Design fullconnect_write_buffer, sky130hd; sources not shown.
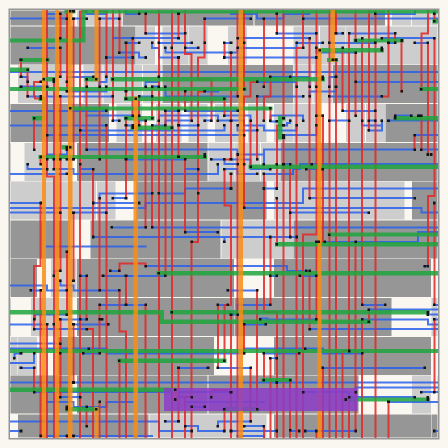
**Above:** zoomed window.
Window x 206 to 236, y 118 to 148 µm. Cells in grey, sequential cells in the stronger grey; small squares are vias.
orange -> metal 4
purple -> metal 5
red -> metal 2
green -> metal 3
blue -> metal 1
cells with their middle in the window = 56
sequential cells in the window = 19
most frequent = nand2_1 (16), o21ai_0 (13)

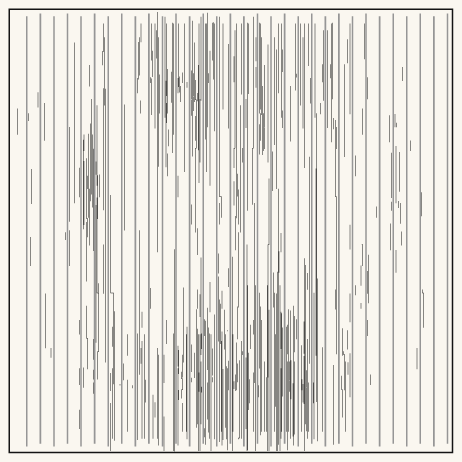
**Above:** the metal 4 layer.
Drawn at 1 px/µm. Supply wires on this layer in grey.
share of all routed wire = 8.1%
longest straight run = 288 µm
main direction = vertical
nets with wire on the layer = 232
wire length on this layer = 22.6 mm
drt total wl: 280 mm
Vias: 59,895

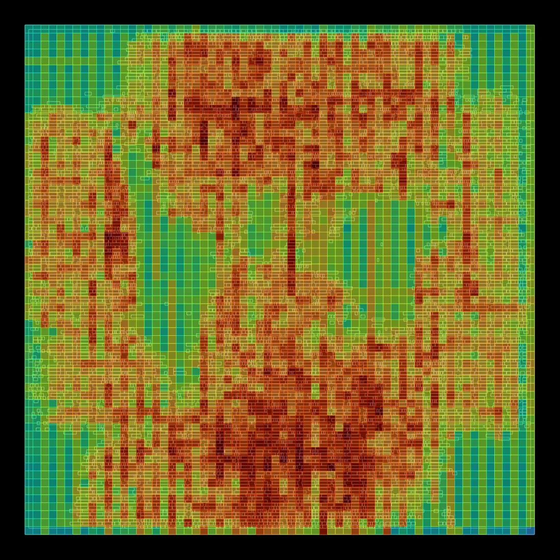
**Above:** routing congestion.
Most Crowded Layer GR: met2
met2 Use GR: 0.455
fin util: 0.630
wire per inst: 29.7 µm

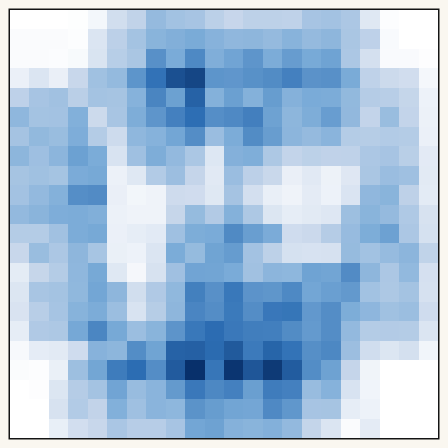
**Above:** signal metal coverage by tile.
22 x 22 tiles, from white (low) to dark blue (high), scaled to the fullest tile. Values are wire area over tile area, all layers added.
densest ninth of the die = bottom centre
fullest tile = 0.68
nearly empty tiles = 6.4%
mean over tiles = 0.25
tiles over half the peak = 25%
Tot GR Track Use: 0.287

==> impl_metrics.csv <==
group,metric,value,unit
finish,fin_nets,6772,
clocking,post_cts_buffers,0,
grt,grt_pass1_vias,61191,
finish,layout-drive-gt1-share,0.154,
critical_path,rrSetupSlack,10.14,ns
grt,met3_usage,0.0653,
clocking,clk_transition_reported_paths,0.06,ns
clocking,h-tree-depth,4,
critical_path,reg2regPathDepth,7,
finish,final_cells,9455,
synthesis,synth-edff-count,2048,
sta,hold_violations,0,
sta,worst_slack,8.32,ns
run,maxCapViolations,0,
sta,fin_hold_ws,0.477,ns
run,stage_log_warnings,70,
finish,nFillCells,12518,
critical_path,cp-end-kind,"primary output",
synthesis,yosys_area,0.103,mm²
route,drtPass1Iterations,7,
critical_path,crit_required,13.59,ns
run_status,status,"completed",
grt,grt_max_degree,158,
synthesis,yosys.area.top_type_share,0.600,
-- power by group --
| part | switching [µW] | internal (µW) | total, µW |
|---|---|---|---|
| clock network | 2670 | 3510 | 6180 |
| logic | 2530 | 2740 | 5270 |
| registers | 89.9 | 7790 | 7880 |
| total | 5290 | 14000 | 19300 |
-- area by class of cell --
type / count / share of cell area
sequential: 2580 / 0.631
tap: 2495 / 0.0263
multi-input combinational: 3217 / 0.218
timing repair buffer: 676 / 0.0550
inverter: 9 / 0.000285
antenna: 16 / 0.000337
clock buffer: 323 / 0.0565
clock inverter: 139 / 0.0126
-- cells in the final DEF (no fill, tap or decap), drive strengths merged, types with 4 or more instances in the layout --
cell type / n
nor3: 7
and3: 6
edfxtp: 2048
or3: 5
buf: 130
clkdlybuf4s50: 546
clkbuf: 323
nor2: 23
o21ai: 774
a21o: 4
ha: 8
xor2: 7
a21oi: 8
o211ai: 4
a22o: 40
nand3: 45
nand2: 1016
o2bb2ai: 96
mux4: 512
dfrtp: 532
clkinv: 98
a32o: 95
nand2b: 9
nand4: 6
xnor2: 7
o31ai: 5
and2: 513
a2111o: 4
bufinv: 22
clkinvlp: 11
inv: 17
diode: 16
-- critical path, cell delays in order, from the launching register on --
cell	delay, ns
dfrtp_4	1.01
buf_4	0.99
buf_4	0.92
mux4_2	0.66
and2_1	0.21
clkdlybuf4s50_1	0.49
-- cell families after synthesis --
kind of cell / Yosys count / share of synthesized area
XOR/XNOR: 14 / 0.00127
AND-OR/OR-AND: 1037 / 0.0612
AND/OR/NAND/NOR: 1644 / 0.0750
adder cells (fa/ha/maj): 9 / 0.00117
flip-flops: 2580 / 0.730
buffers and inverters: 466 / 0.0192
multiplexers: 513 / 0.113
Power is estimated from default activity; no workload was simulated.
